$ cat config.mk
export PLATFORM = sky130hd
export DESIGN_NAME = err_diffuse_ctrl
export DESIGN_NICKNAME = d
export VERILOG_FILES = /design/src/rtl/err_diffuse_pkg.sv /design/src/rtl/err_diffuse_calc.sv /design/src/rtl/err_diffuse_ctrl.sv
export SDC_FILE = /design/constraint.sdc
export NUM_CORES = 1
export LEC_CHECK = 0
export ABC_AREA = 1
export CAP_MARGIN = 20
export CORE_MARGIN = 5
export CORE_UTILIZATION = 55
export DETAILED_ROUTE_END_ITERATION = 8
export HOLD_SLACK_MARGIN = 0.08
export PLACE_DENSITY = 0.85
export SLEW_MARGIN = 10
export SYNTH_ARGS = -nofsm -noshare
export SYNTH_HDL_FRONTEND = slang
export SYNTH_HIERARCHICAL = 1
export SYNTH_SLANG_ARGS = --single-unit
export TNS_END_PERCENT = 100
$ cat constraint.sdc
create_clock -name clk -period 5.5 [get_ports clk]
set_clock_uncertainty 0.2 [all_clocks]
set_input_delay 1.1 -clock clk [delete_from_list [all_inputs] [get_ports clk]]
set_output_delay 1.1 -clock clk [all_outputs]
set_load 0.1 [all_outputs]
$ cat src/rtl/err_diffuse_pkg.sv
// Shared types and constants for the Floyd-Steinberg error-diffusion sequencer.
// Holds the FSM state enum, datapath widths, diffusion weights and the
// arithmetic helper that scales a residual error by k/16.
package err_diffuse_pkg;

    typedef enum logic [2:0] {
        IDLE,
        READ,
        SUM,
        EMIT,
        FLUSH
    } state_e;

    localparam int unsigned PIX_W = 8;
    localparam int unsigned ERR_W = 9;
    localparam int unsigned SUM_W = 11;

    // Neighbour weights in sixteenths: right, below-left, below, below-right
    localparam int unsigned WGT_RIGHT  = 7;
    localparam int unsigned WGT_DL     = 3;
    localparam int unsigned WGT_DOWN   = 5;
    localparam int unsigned WGT_DR     = 1;
    localparam int unsigned DIFF_SHIFT = 4;

    // (e * k) >>> 4 with floor rounding; |e| <= 256 and k <= 7 fit in 14 bits
    function automatic logic signed [ERR_W-1:0] diffuse_term(
        input logic signed [ERR_W-1:0] e,
        input logic [3:0]              k
    );
        logic signed [ERR_W+4:0] prod;
        prod = $signed({{5{e[ERR_W-1]}}, e}) * $signed({{(ERR_W+1){1'b0}}, k});
        return ERR_W'(prod >>> DIFF_SHIFT);
    endfunction

endpackage

$ cat src/rtl/err_diffuse_calc.sv
// Per-pixel arithmetic of the SUM stage: add grey value and both carried
// errors, clip to 9-bit signed, quantize to OUT_BITS and form the residual.
// Ports:
//   pixel_i   unsigned grey value
//   ea_i      error from the line above (already zeroed on a first line)
//   err_i     error carried from the left neighbour
//   q_o_c     quantized output value
//   e_o_c     residual error c - (q << (8-OUT_BITS))
//   clip_o_c  the 11-bit sum fell outside [-256, 255]
module err_diffuse_calc
    import err_diffuse_pkg::*;
#(
    parameter int unsigned OUT_BITS = 4
) (
    input  logic [PIX_W-1:0]        pixel_i,
    input  logic signed [ERR_W-1:0] ea_i,
    input  logic signed [ERR_W-1:0] err_i,
    output logic [OUT_BITS-1:0]     q_o_c,
    output logic signed [ERR_W-1:0] e_o_c,
    output logic                    clip_o_c
);

    localparam int unsigned DROP = PIX_W - OUT_BITS;
    localparam logic signed [SUM_W-1:0] SUM_LO = SUM_W'(-256);
    localparam logic signed [SUM_W-1:0] SUM_HI = SUM_W'(255);
    localparam logic signed [ERR_W-1:0] ERR_LO = ERR_W'(-256);
    localparam logic signed [ERR_W-1:0] ERR_HI = ERR_W'(255);

    logic signed [SUM_W-1:0] sum;
    logic signed [ERR_W-1:0] clipped;
    logic [ERR_W-1:0]        recon;

    // Sum, saturate, quantize, residual
    always_comb begin
        sum = $signed(SUM_W'(pixel_i)) + $signed(SUM_W'(ea_i)) + $signed(SUM_W'(err_i));
        clip_o_c = 1'b1;
        if (sum < SUM_LO) begin
            clipped = ERR_LO;
        end else if (sum > SUM_HI) begin
            clipped = ERR_HI;
        end else begin
            clipped  = sum[ERR_W-1:0];
            clip_o_c = 1'b0;
        end
        // negative intensities quantize to black
        q_o_c = clipped[ERR_W-1] ? '0 : clipped[PIX_W-1 -: OUT_BITS];
        recon = ERR_W'(q_o_c) << DROP;
        e_o_c = clipped - $signed(recon);
    end

endmodule

$ cat src/rtl/err_diffuse_ctrl.sv
// Floyd-Steinberg error-diffusion sequencer for the e-paper pixel pipeline.
// Accepts one grey pixel at a time, reads the error stored for its column by
// the previous line, quantizes, and distributes the residual 7/3/5/1 to the
// right neighbour and the three neighbours on the next line. Next-line errors
// are accumulated in a three-column window and written to the external
// dual-port error buffer as each column becomes final.
// Ports:
//   clk, rst                 clock, synchronous active-high reset
//   frame_start              restart at pixel 0 of a first line
//   in_valid/in_ready/in_pixel     pixel input handshake
//   out_valid/out_ready/out_pixel  quantized pixel output handshake
//   eb_rd_en/eb_rd_addr/eb_rd_data error buffer read port (1-cycle latency)
//   eb_wr_en/eb_wr_addr/eb_wr_data error buffer write port
//   sat_count                clip counter, present when ERR_SAT_STATS_EN is defined
module err_diffuse_ctrl
    import err_diffuse_pkg::*;
#(
    parameter int unsigned H_ACTIVE = 1600,
    parameter int unsigned ADDR_W   = 11,
    parameter int unsigned OUT_BITS = 4
) (
    input  logic                clk,
    input  logic                rst,
    input  logic                frame_start,
    input  logic                in_valid,
    output logic                in_ready,
    input  logic [PIX_W-1:0]    in_pixel,
    output logic                out_valid,
    input  logic                out_ready,
    output logic [OUT_BITS-1:0] out_pixel,
    output logic                eb_rd_en,
    output logic [ADDR_W-1:0]   eb_rd_addr,
    input  logic [ERR_W-1:0]    eb_rd_data,
    output logic                eb_wr_en,
    output logic [ADDR_W-1:0]   eb_wr_addr,
    output logic [ERR_W-1:0]    eb_wr_data
`ifdef ERR_SAT_STATS_EN
    ,
    output logic [15:0]         sat_count
`endif
);

    state_e                  state_q, state_d;
    logic [ADDR_W-1:0]       x_q, x_d;
    logic                    first_q, first_d;
    logic signed [ERR_W-1:0] err_r_q, err_r_d;
    logic signed [ERR_W-1:0] acc_m1_q, acc_m1_d;
    logic signed [ERR_W-1:0] acc_0_q, acc_0_d;
    logic [PIX_W-1:0]        pix_q, pix_d;
    logic [OUT_BITS-1:0]     q_q, q_d;
    logic signed [ERR_W-1:0] e_q, e_d;
    logic                    in_ready_q, in_ready_d;
    logic                    out_valid_q, out_valid_d;
    logic                    rd_en_q, rd_en_d;
    logic [ADDR_W-1:0]       rd_addr_q, rd_addr_d;
    logic                    wr_en_q, wr_en_d;
    logic [ADDR_W-1:0]       wr_addr_q, wr_addr_d;
    logic [ERR_W-1:0]        wr_data_q, wr_data_d;

    logic signed [ERR_W-1:0] ea_c, calc_e_c;
    logic [OUT_BITS-1:0]     calc_q_c;
    logic                    calc_clip_c;
    logic signed [ERR_W-1:0] t_right_c, t_dl_c, t_down_c, t_dr_c, acc_m1_upd_c;
    logic                    last_px_c;

`ifdef ERR_SAT_STATS_EN
    logic [15:0] sat_q, sat_d;
`else
    logic unused_clip;
    assign unused_clip = calc_clip_c;
`endif

    // Line above contributes nothing on the first line of a frame
    assign ea_c = first_q ? '0 : $signed(eb_rd_data);

    err_diffuse_calc #(
        .OUT_BITS (OUT_BITS)
    ) u_calc (
        .pixel_i  (pix_q),
        .ea_i     (ea_c),
        .err_i    (err_r_q),
        .q_o_c    (calc_q_c),
        .e_o_c    (calc_e_c),
        .clip_o_c (calc_clip_c)
    );

    // Diffusion terms of the registered residual
    assign t_right_c = diffuse_term(e_q, 4'(WGT_RIGHT));
    assign t_dl_c    = diffuse_term(e_q, 4'(WGT_DL));
    assign t_down_c  = diffuse_term(e_q, 4'(WGT_DOWN));
    assign t_dr_c    = diffuse_term(e_q, 4'(WGT_DR));
    assign last_px_c = (x_q == ADDR_W'(H_ACTIVE - 1));
    // Column x-1 is complete once pixel x adds its below-left share
    assign acc_m1_upd_c = (x_q == '0) ? acc_m1_q : acc_m1_q + t_dl_c;

    // Next-state and registered-output logic
    always_comb begin
        state_d   = state_q;
        x_d       = x_q;
        first_d   = first_q;
        err_r_d   = err_r_q;
        acc_m1_d  = acc_m1_q;
        acc_0_d   = acc_0_q;
        pix_d     = pix_q;
        q_d       = q_q;
        e_d       = e_q;
        rd_en_d   = 1'b0;
        rd_addr_d = rd_addr_q;
        wr_en_d   = 1'b0;
        wr_addr_d = wr_addr_q;
        wr_data_d = wr_data_q;
`ifdef ERR_SAT_STATS_EN
        sat_d     = sat_q;
`endif

        unique case (state_q)
            IDLE: begin
                if (in_valid) begin
                    pix_d     = in_pixel;
                    rd_en_d   = 1'b1;
                    rd_addr_d = x_q;
                    state_d   = READ;
                end
            end
            READ: state_d = SUM;
            SUM: begin
                q_d     = calc_q_c;
                e_d     = calc_e_c;
                state_d = EMIT;
`ifdef ERR_SAT_STATS_EN
                if (calc_clip_c && (sat_q != 16'hFFFF)) begin
                    sat_d = sat_q + 16'd1;
                end
`endif
            end
            EMIT: begin
                if (out_ready) begin
                    err_r_d = last_px_c ? '0 : t_right_c;
                    if (x_q != '0) begin
                        wr_en_d   = 1'b1;
                        wr_addr_d = x_q - ADDR_W'(1);
                        wr_data_d = acc_m1_upd_c;
                    end
                    // Slide window; the below-right share starts the new x+1 column
                    acc_m1_d = acc_0_q + t_down_c;
                    acc_0_d  = t_dr_c;
                    if (last_px_c) begin
                        state_d = FLUSH;
                    end else begin
                        x_d     = x_q + ADDR_W'(1);
                        state_d = IDLE;
                    end
                end
            end
            FLUSH: begin
                wr_en_d   = 1'b1;
                wr_addr_d = ADDR_W'(H_ACTIVE - 1);
                wr_data_d = acc_m1_q;
                acc_m1_d  = '0;
                acc_0_d   = '0;
                err_r_d   = '0;
                x_d       = '0;
                first_d   = 1'b0;
                state_d   = IDLE;
            end
            default: state_d = IDLE;
        endcase

        // Abort whatever is in flight and restart on a first line
        if (frame_start) begin
            state_d  = IDLE;
            x_d      = '0;
            err_r_d  = '0;
            acc_m1_d = '0;
            acc_0_d  = '0;
            first_d  = 1'b1;
            rd_en_d  = 1'b0;
            wr_en_d  = 1'b0;
`ifdef ERR_SAT_STATS_EN
            sat_d    = '0;
`endif
        end

        in_ready_d  = (state_d == IDLE);
        out_valid_d = (state_d == EMIT);
    end

    // State and output registers
    always_ff @(posedge clk) begin
        if (rst) begin
            state_q     <= IDLE;
            x_q         <= '0;
            first_q     <= 1'b1;
            err_r_q     <= '0;
            acc_m1_q    <= '0;
            acc_0_q     <= '0;
            pix_q       <= '0;
            q_q         <= '0;
            e_q         <= '0;
            in_ready_q  <= 1'b1;
            out_valid_q <= 1'b0;
            rd_en_q     <= 1'b0;
            rd_addr_q   <= '0;
            wr_en_q     <= 1'b0;
            wr_addr_q   <= '0;
            wr_data_q   <= '0;
`ifdef ERR_SAT_STATS_EN
            sat_q       <= '0;
`endif
        end else begin
            state_q     <= state_d;
            x_q         <= x_d;
            first_q     <= first_d;
            err_r_q     <= err_r_d;
            acc_m1_q    <= acc_m1_d;
            acc_0_q     <= acc_0_d;
            pix_q       <= pix_d;
            q_q         <= q_d;
            e_q         <= e_d;
            in_ready_q  <= in_ready_d;
            out_valid_q <= out_valid_d;
            rd_en_q     <= rd_en_d;
            rd_addr_q   <= rd_addr_d;
            wr_en_q     <= wr_en_d;
            wr_addr_q   <= wr_addr_d;
            wr_data_q   <= wr_data_d;
`ifdef ERR_SAT_STATS_EN
            sat_q       <= sat_d;
`endif
        end
    end

    assign in_ready   = in_ready_q;
    assign out_valid  = out_valid_q;
    assign out_pixel  = q_q;
    assign eb_rd_en   = rd_en_q;
    assign eb_rd_addr = rd_addr_q;
    assign eb_wr_en   = wr_en_q;
    assign eb_wr_addr = wr_addr_q;
    assign eb_wr_data = wr_data_q;
`ifdef ERR_SAT_STATS_EN
    assign sat_count  = sat_q;
`endif

endmodule

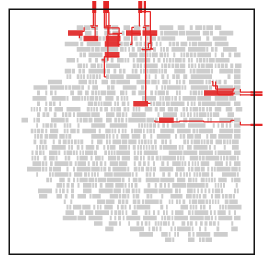
**Above:** nets reached from selected ports.
(2 px per µm)
legend:
  red:
    port: eb_wr_addr
    bits: 11
    direction: output
    edge: 8 top, 3 right
    end_cells: 11
    buffers: 11
    wire: 344 µm

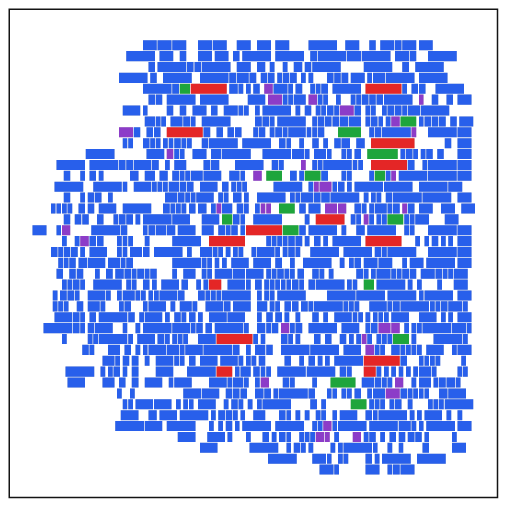
**Above:** cells by drive strength.
(4 px per µm)
legend:
  purple:
    size: drive 2
    cells: 35
  red:
    size: drive 6 and up
    cells: 14
  blue:
    size: drive 1 or less
    cells: 965
  green:
    size: drive 3 to 4
    cells: 15
Worst Setup Slack, final: 1.61 ns
area grow syn2layout: 14.4%

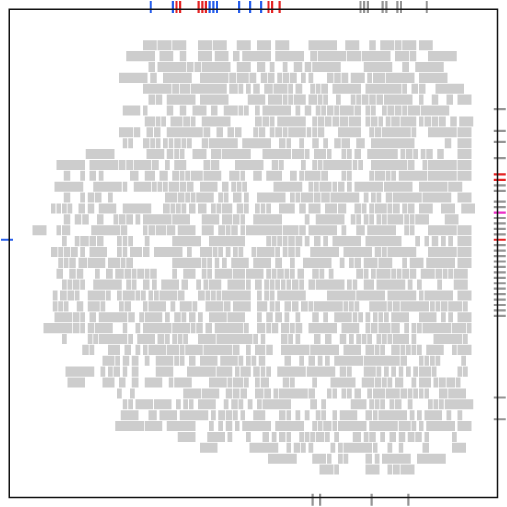
**Above:** pin map.
(4 px per µm) Pins as bars across the die edge, other pins in gray.
legend:
  red:
    port: eb_wr_addr
    pins: 11
    direction: output
    edge: 8 top, 3 right
  blue:
    port: eb_wr_data
    pins: 9
    direction: output
    edge: 8 top, 1 left
  magenta:
    port: out_ready
    pins: 1
    direction: input
    edge: right
all pins by edge: 32 right, 24 top, 4 bottom, 1 left

==> results.txt <==
Implementation progress

The largest part of the power goes to sequential cells. The hold violation total from the final report stands at 0. Across the placement rows, the number of tap cells is 168.

The share of total power in sequential cells stands at 45.4%. The power attributed to the clock group stands at 651 µW. According to the timing report, the data required time at the worst endpoint equals 5.52 ns. The pin count of the biggest net entering global routing stands at 50.

Setup repair after global routing left no endpoint under its margin. The total negative slack for setup checks stands at 0 ns. 0 antenna diodes ended up in the layout. The arrival time of data at the critical path endpoint stands at 3.91 ns.

The net switching power stands at 439 µW. The flop-to-flop setup slack stands at 1.62 ns. The post-route clock period utilization stands at 70.7%. Ranking logic cells in the layout by count gives the top entries nand2_1, inv_1, nor2_1.

As logged by OpenROAD, the buffers inserted on ports number 60. The worst setup path is launched from a primary input. At the pin with the least slew margin, the transition time is 1.00 ns.

The clock tree synthesis step divided the H-tree into 3 levels. The initial utilization of the core area, before any placement, comes to 56.7%. The total of max-cap violations stands at 0. The cell sitting at the root of the clock tree is a clkbuf_16. The floorplan net count stands at 1086. The maximum fanout along the worst path stands at 4.

The count of routing violations after the opening detailed-route iteration stands at 613. The cell internal power dissipation stands at 1.12 mW. The proportion of layout cells with a drive suffix above 1 stands at 6.22%. met2 is the most crowded layer.

Per the CTS log, the buffer count on the longest clock path is 2. Per the post-synthesis report, the number of cells in the design is 980. The number of nets in the layout stands at 1130. For this run, the number of Yosys warnings is 6. The initial antenna violation count is 0. The met1 demand-to-capacity share in global routing stands at 31.4%. The path with the worst hold slack has its endpoint at err_r_q[1]$_SDFFE_PP0P_.

The worst stage delay on the critical path stands at 0.50 ns. The utilization after layout stands at 64.8%. The worst voltage drop across the vdd grid stands at 0.138 mV.

The report puts the hold buffer count at CTS at 0. The most critical hold endpoint after final layout shows a slack of 0.267 ns. The clock latency of the later-clocked register in the worst-skew pair stands at 0.35 ns. The detailed router used layers up to and including met4. For reference, the critical path is captured by e_q[3]$_SDFFE_PP0N_. The count of nets left with antenna violations once routing finished came out at 0. The cell count of the worst reg-to-reg path stands at 21. The total grt overflow stands at 0. The height of the die stands at 122 µm. On the worst setup and hold paths after CTS, the clock-pin slew comes to 0.07 ns.

STA lists the startpoint of the worst register-to-register path as e_q[6]$_SDFFE_PP0N_. The share of total power consumed by net switching stands at 28.2%. The number of warning messages in the logs stands at 32. After layout, the buffer instance count without clock buffers stands at 62. The power consumed by sequential cells stands at 707 µW. TritonCTS built the clock tree. The run finished with clean final reports.

In this run the static leakage power is 3.74 nW. There are 94 flip-flops and latches. For the worst reg-to-reg path, the endpoint reported by OpenROAD is eb_wr_data[8]$_SDFFE_PP0P_. The horizontal extent of the die stands at 122 µm. The maximum clock frequency stands at 257 MHz. The post-place setup slack stands at 1.28 ns. The number of vias in the routed layout stands at 6485. The slowest stage of the critical path is the fa_1 cell. Wire segments on met2 add up to 7.81 mm in the final route.

The count of multi-input combinational gates stands at 726. The cell that appears most often on the critical path is nand2_1. The footprint of the multi-input gates stands at 0.00434 mm². The cell count after placement stands at 1181. Per the final report, the share of cell area in clock cells is 3.87%. The number of non-clock inverters stands at 131. The number of iterations in the first detailed-routing pass stands at 5. The routability-driven placement congestion ratio stands at 0.944. The via count normalized by instance count stands at 5.42. In this run the most critical hold path is launched from err_r_q[1]$_SDFFE_PP0P_. Per the slew report, the remaining headroom to the max-slew limit stands at 33.0%. The type recorded for the worst min-delay path is reg2reg. The total routing resource utilization after global routing stands at 23.5%. The via count of the first global-routing pass stands at 6139. The met2 track utilization from global routing stands at 38.8%. The per-cell routed wire length stands at 14.1 µm. The global-route track usage on met3 stands at 3.44%. The footprint of the flip-flops and latches stands at 0.00188 mm².
Power figures rest on the tool's default switching activity, not on a simulated workload.
